The metal 3 layer:
(4 px per um) Cells faint in the background.
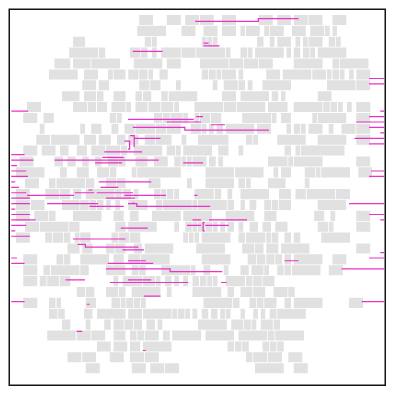
Metal 2:
(4 px per um) Cells faint in the background.
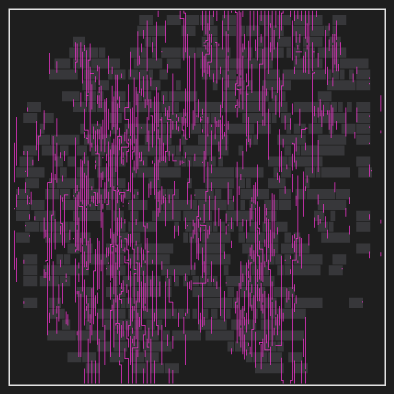
Routing congestion map:
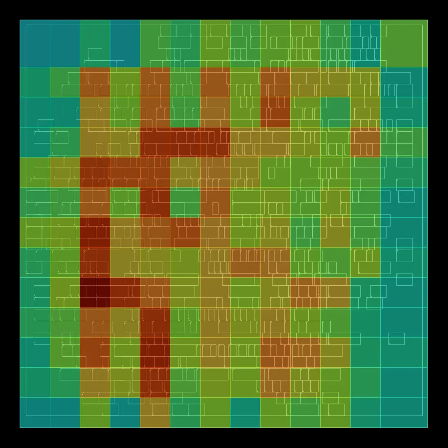
Wiring heat map:
(4 px per um) 19 x 19 tiles, from dark blue (low) to red (high), scaled to the fullest tile. Values are wire area over tile area, all layers added.
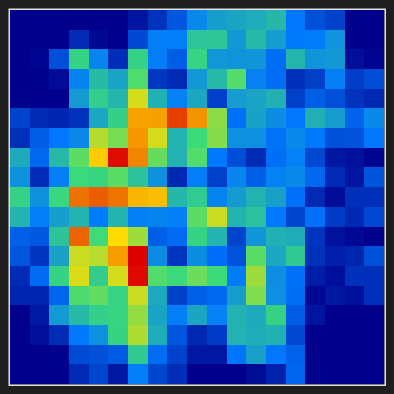
Ports around the boundary:
(4 px per um) Pins as bars across the die edge, other pins in grey.
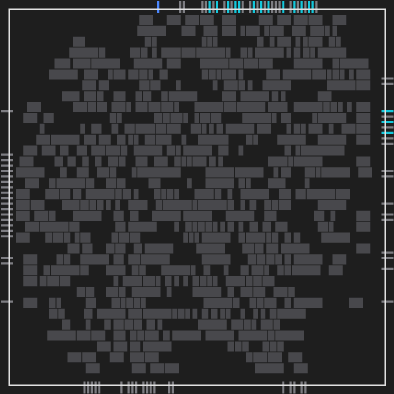
File: src/rtl/wisc_pkg.sv
// wisc_pkg: shared definitions for the WISC-SP22 front end.
// Provides the PC width, the HALT opcode, the NOP word that idle pipeline
// registers present, and the fetch state encoding.
package wisc_pkg;

  localparam int PC_W = 16;

  localparam logic [4:0]  OPC_HALT = 5'b00000;
  localparam logic [15:0] NOP_WORD = 16'h0800;

  typedef enum logic [1:0] {
    REQ,
    WAIT,
    HALTED,
    ERR
  } fetch_state_e;

  // HALT is recognised by its opcode field alone.
  function automatic logic is_halt(input logic [15:0] word);
    return word[15:11] == OPC_HALT;
  endfunction

endpackage

File: src/rtl/fetch_unit_if.sv
// fetch_unit_if: bundles the fetch stage's bus-facing signals.
//   imem_*       request/response channel to instruction memory
//   redirect*    branch/jump target from execute
//   inst_*       valid/ready handshake towards decode, with the fetched word
//   halted/error status
// master = fetch unit side, slave = the environment (memory, execute, decode).
interface fetch_unit_if;
  import wisc_pkg::*;

  logic            imem_req;
  logic [PC_W-1:0] imem_addr;
  logic            imem_rdy;
  logic            imem_valid;
  logic [15:0]     imem_data;
  logic            redirect;
  logic [PC_W-1:0] redirect_pc;
  logic            inst_valid;
  logic [15:0]     instruction;
  logic [PC_W-1:0] pc_plus2;
  logic            inst_ready;
  logic            halted;
  logic            error;

  modport master (
    output imem_req, imem_addr, inst_valid, instruction, pc_plus2, halted, error,
    input  imem_rdy, imem_valid, imem_data, redirect, redirect_pc, inst_ready
  );

  modport slave (
    input  imem_req, imem_addr, inst_valid, instruction, pc_plus2, halted, error,
    output imem_rdy, imem_valid, imem_data, redirect, redirect_pc, inst_ready
  );

endinterface

File: src/rtl/fetch_out_reg.sv
// fetch_out_reg: single-entry valid/ready holding register.
// Ports:
//   clk, rst   clock and synchronous active-low reset
//   load       capture load_data and present it as valid
//   load_data  word to capture
//   flush      drop the held word (wins over load)
//   ready      downstream consumes the word when valid & ready
//   valid      register holds a word
//   data       held word, stable while valid & ~ready
module fetch_out_reg
  import wisc_pkg::*;
#(
  parameter int               WIDTH     = 2 * PC_W,
  parameter logic [WIDTH-1:0] RESET_VAL = '0
) (
  input  logic             clk,
  input  logic             rst,
  input  logic             load,
  input  logic [WIDTH-1:0] load_data,
  input  logic             flush,
  input  logic             ready,
  output logic             valid,
  output logic [WIDTH-1:0] data
);

  // A load in the same cycle as a consume keeps valid high with the new word.
  always_ff @(posedge clk) begin
    if (!rst) begin
      valid <= 1'b0;
      data  <= RESET_VAL;
    end else if (flush) begin
      valid <= 1'b0;
    end else if (load) begin
      valid <= 1'b1;
      data  <= load_data;
    end else if (valid && ready) begin
      valid <= 1'b0;
    end
  end

endmodule

File: src/rtl/fetch_unit.sv
// fetch_unit: instruction fetch stage of the WISC-SP22 pipeline.
// Owns the PC, keeps at most one request outstanding to a variable-latency
// instruction memory, and hands fetched words to decode through
// fetch_out_reg. Stops on HALT, follows execute redirects, and locks in ERR
// on an odd redirect target or a response timeout.
// Ports:
//   clk  clock, all state on rising edge
//   rst  synchronous reset, active-low
//   bus  fetch_unit_if.master (memory, redirect, decode handshake, status)
module fetch_unit
  import wisc_pkg::*;
#(
  parameter logic [PC_W-1:0] RESET_PC = 16'h0000,
  parameter int              TIMEOUT  = 8
) (
  input  logic          clk,
  input  logic          rst,
  fetch_unit_if.master  bus
);

  localparam int TIMER_W = $clog2(TIMEOUT + 1);

  fetch_state_e        state;
  logic [PC_W-1:0]     pc;
  logic [PC_W-1:0]     req_pc;
  logic [TIMER_W-1:0]  timer;
  logic                drop;

  logic                inst_valid;
  logic [2*PC_W-1:0]   out_word;

  logic out_free;
  logic req;
  logic accept;
  logic load;
  logic redir;
  logic timeout;
  logic go_err;
  logic flush;

  // A request only goes out when the output register is free next cycle,
  // so a response can always be captured; a redirect suppresses it so the
  // PC can take the new target cleanly.
  always_comb begin
    out_free = ~inst_valid | bus.inst_ready;
    redir    = bus.redirect & (state != ERR);
    req      = rst & (state == REQ) & out_free & ~bus.redirect;
    accept   = req & bus.imem_rdy;
    load     = (state == WAIT) & bus.imem_valid & ~drop & ~redir;
    // Fires on the TIMEOUT-th edge after the accepting edge.
    timeout  = (state == WAIT) & ~bus.imem_valid & ((int'(timer) + 1) >= TIMEOUT);
    go_err   = redir ? bus.redirect_pc[0] : timeout;
    flush    = redir | go_err;
  end

  // Redirect has priority over everything except ERR. A redirect while a
  // response is still in flight stays in WAIT with drop set, so the stale
  // word is swallowed and the single-outstanding rule holds.
  always_ff @(posedge clk) begin
    if (!rst) begin
      state  <= REQ;
      pc     <= RESET_PC;
      req_pc <= '0;
      timer  <= '0;
      drop   <= 1'b0;
    end else if (redir) begin
      pc <= bus.redirect_pc;
      if (bus.redirect_pc[0]) begin
        state <= ERR;
      end else if (state == WAIT && !bus.imem_valid) begin
        drop  <= 1'b1;
        timer <= timer + 1'b1;
      end else begin
        state <= REQ;
        drop  <= 1'b0;
      end
    end else begin
      case (state)
        REQ: begin
          if (accept) begin
            req_pc <= pc;
            pc     <= pc + PC_W'(2);
            timer  <= '0;
            state  <= WAIT;
          end
        end
        WAIT: begin
          if (bus.imem_valid) begin
            drop  <= 1'b0;
            state <= (!drop && is_halt(bus.imem_data)) ? HALTED : REQ;
          end else if (timeout) begin
            state <= ERR;
          end else begin
            timer <= timer + 1'b1;
          end
        end
        HALTED: ;
        ERR: ;
      endcase
    end
  end

  fetch_out_reg #(
    .WIDTH     (2 * PC_W),
    .RESET_VAL ({NOP_WORD, {PC_W{1'b0}}})
  ) u_out_reg (
    .clk       (clk),
    .rst       (rst),
    .load      (load),
    .load_data ({bus.imem_data, req_pc + PC_W'(2)}),
    .flush     (flush),
    .ready     (bus.inst_ready),
    .valid     (inst_valid),
    .data      (out_word)
  );

  assign bus.imem_req    = req;
  assign bus.imem_addr   = pc;
  assign bus.inst_valid  = inst_valid;
  assign bus.instruction = out_word[2*PC_W-1:PC_W];
  assign bus.pc_plus2    = out_word[PC_W-1:0];
  assign bus.halted      = (state == HALTED);
  assign bus.error       = (state == ERR);

endmodule

File: src/flat_wrapper.sv
// flat-port wrapper written by rule: the top's interface ports become plain ports
module fetch_unit_flat import wisc_pkg::*;
#(
  parameter logic [PC_W-1:0] RESET_PC = 16'h0000,
  parameter int              TIMEOUT  = 8
)
  (clk, rst, bus_imem_req, bus_imem_addr, bus_inst_valid, bus_instruction, bus_pc_plus2, bus_halted, bus_error, bus_imem_rdy, bus_imem_valid, bus_imem_data, bus_redirect, bus_redirect_pc, bus_inst_ready);
  fetch_unit_if bus_i ();
  input  logic clk;
  input  logic rst;
  output wire logic [$bits(bus_i.imem_req)-1:0] bus_imem_req;
  output wire logic [$bits(bus_i.imem_addr)-1:0] bus_imem_addr;
  output wire logic [$bits(bus_i.inst_valid)-1:0] bus_inst_valid;
  output wire logic [$bits(bus_i.instruction)-1:0] bus_instruction;
  output wire logic [$bits(bus_i.pc_plus2)-1:0] bus_pc_plus2;
  output wire logic [$bits(bus_i.halted)-1:0] bus_halted;
  output wire logic [$bits(bus_i.error)-1:0] bus_error;
  input wire logic [$bits(bus_i.imem_rdy)-1:0] bus_imem_rdy;
  input wire logic [$bits(bus_i.imem_valid)-1:0] bus_imem_valid;
  input wire logic [$bits(bus_i.imem_data)-1:0] bus_imem_data;
  input wire logic [$bits(bus_i.redirect)-1:0] bus_redirect;
  input wire logic [$bits(bus_i.redirect_pc)-1:0] bus_redirect_pc;
  input wire logic [$bits(bus_i.inst_ready)-1:0] bus_inst_ready;
  assign bus_imem_req = bus_i.imem_req;
  assign bus_imem_addr = bus_i.imem_addr;
  assign bus_inst_valid = bus_i.inst_valid;
  assign bus_instruction = bus_i.instruction;
  assign bus_pc_plus2 = bus_i.pc_plus2;
  assign bus_halted = bus_i.halted;
  assign bus_error = bus_i.error;
  assign bus_i.imem_rdy = bus_imem_rdy;
  assign bus_i.imem_valid = bus_imem_valid;
  assign bus_i.imem_data = bus_imem_data;
  assign bus_i.redirect = bus_redirect;
  assign bus_i.redirect_pc = bus_redirect_pc;
  assign bus_i.inst_ready = bus_inst_ready;
  fetch_unit #(.RESET_PC(RESET_PC), .TIMEOUT(TIMEOUT)) u_core (.clk(clk), .rst(rst), .bus(bus_i));
endmodule
File: config.mk
export PLATFORM = sky130hd
export DESIGN_NAME = fetch_unit_flat
export DESIGN_NICKNAME = d
export VERILOG_FILES = /design/src/rtl/wisc_pkg.sv /design/src/rtl/fetch_unit_if.sv /design/src/rtl/fetch_out_reg.sv /design/src/rtl/fetch_unit.sv /design/src/flat_wrapper.sv
export SDC_FILE = /design/constraint.sdc
export NUM_CORES = 1
export LEC_CHECK = 0
export CORE_UTILIZATION = 40
export CTS_CLUSTER_DIAMETER = 100
export DETAILED_ROUTE_END_ITERATION = 12
export MAX_ROUTING_LAYER = met4
export PLACE_DENSITY = 0.71
export SLEW_MARGIN = 20
export SYNTH_ARGS = -nofsm -noshare
export SYNTH_HDL_FRONTEND = slang
export SYNTH_SLANG_ARGS = --single-unit
File: constraint.sdc
create_clock -name clk -period 2.95 [get_ports clk]
set_input_delay 0.4425 -clock clk [delete_from_list [all_inputs] [get_ports clk]]
set_output_delay 0.4425 -clock clk [all_outputs]
set_load 0.05 [all_outputs]
==> impl_metrics.py <==
# Auto-generated metrics
metrics = {
    "outcome": {
        "status": "complete, no violations",
    },
    "logic_synthesis": {
        "synth.top_cell.area_share": 0.4292,
        "yosys_warnings": 0,
        "synth.cell_area_um2": 3358,
        "syn_inst": 419,
        "async_reset_ff_frac": 0,
        "yosysChipArea_um2": 3358,
        "yosys-top-cells-count": "nand2_1 (91), dfxtp_1 (72), a21oi_1 (53), clkbuf_1 (24), o21ai_0 (20)",
    },
    "final_timing": {
        "fin_crit_ns": 2.533,
        "fmax_ghz": 0.3948,
        "setup_viol": 0,
        "finalSetupTns_ns": 0,
    },
    "placed_design": {
        "routabilityCongestion": 0.9194,
        "place_ws_ns": 0.3648,
        "place_inst": 594,
    },
    "clock_network": {
        "cts_tree": "yes",
        "cts_post_setup_buffers_inserted": 0,
        "cts_buffers": 9,
    },
    "critical_path": {
        "critPathRequiredTime_ns": 2.51,
        "critical_path.top_delay_family": "buffers and inverters",
    },
    "grt": {
        "grt_start_max_net_pins": 47,
        "gr-max-usage-layer": "met2",
        "grt_usage": 0.2111,
    },
    "floorplanning": {
        "die_w_um": 93.63,
    },
    "final_layout": {
        "comb_area_um2": 1802,
        "lay_top_count": "nand2_1",
        "seq_area_frac": 0.3154,
        "clock_area_frac": 0.04818,
    },
    "route": {
        "wirelength_um": 8794,
    },
    "power_and_ir_drop": {
        "p_comb_uw": 396,
    },
    "job": {
        "openroad.warnings": 28,
    },
}
About 'the metal 3 layer':
share of all routed wire = 6.2%
longest straight run = 25.8 um
nets with wire on the layer = 68
main direction = horizontal

About 'metal 2':
nets with wire on the layer = 432
longest straight run = 59.5 um

About 'routing congestion map':
grt met1 use: 0.2797
DR WL/cell: 14.42 um
GRT met2 Usage: 0.3076

About 'wiring heat map':
densest ninth of the die = middle left
fullest tile = 0.59
emptiest ninth of the die = lower right
tiles over half the peak = 13%
nearly empty tiles = 15%
mean over tiles = 0.16

About 'ports around the boundary':
cyan -> `bus_imem_data`  # pins 16, direction input, edge 13 top, 3 right
blue -> `bus_error`  # pins 1, direction output, edge top
all pins by edge = 32 top, 20 bottom, 20 left, 18 right

[worst reg2reg max path: stages, from the launching register on]
cell     delay (ns)
dfxtp_1        0.49
or3_4          0.50
or4_1          0.65
or4_1          0.45
a31oi_1        0.19
[state kept, by name (all words and copies together) (netlist names)]
signal,count
u_core.state,2
u_core.drop,1
u_core.bus.imem_addr,16
u_core.u_out_reg.data,32
u_core.req_pc,16
u_core.timer,4
u_core.u_out_reg.valid,1
[worst paths after layout]
kind | from | endpoint | slack [ns] | cells after the start
max | u_core.state[1] | bus_error | 0.42 | 2
min | u_core.u_out_reg.data[29] | u_core.u_out_reg.data[29] | 0.46 | 2
max reg2reg | u_core.state[1] | u_core.bus.imem_addr[14] | 0.60 | 4
min reg2reg | u_core.u_out_reg.data[29] | u_core.u_out_reg.data[29] | 0.46 | 2
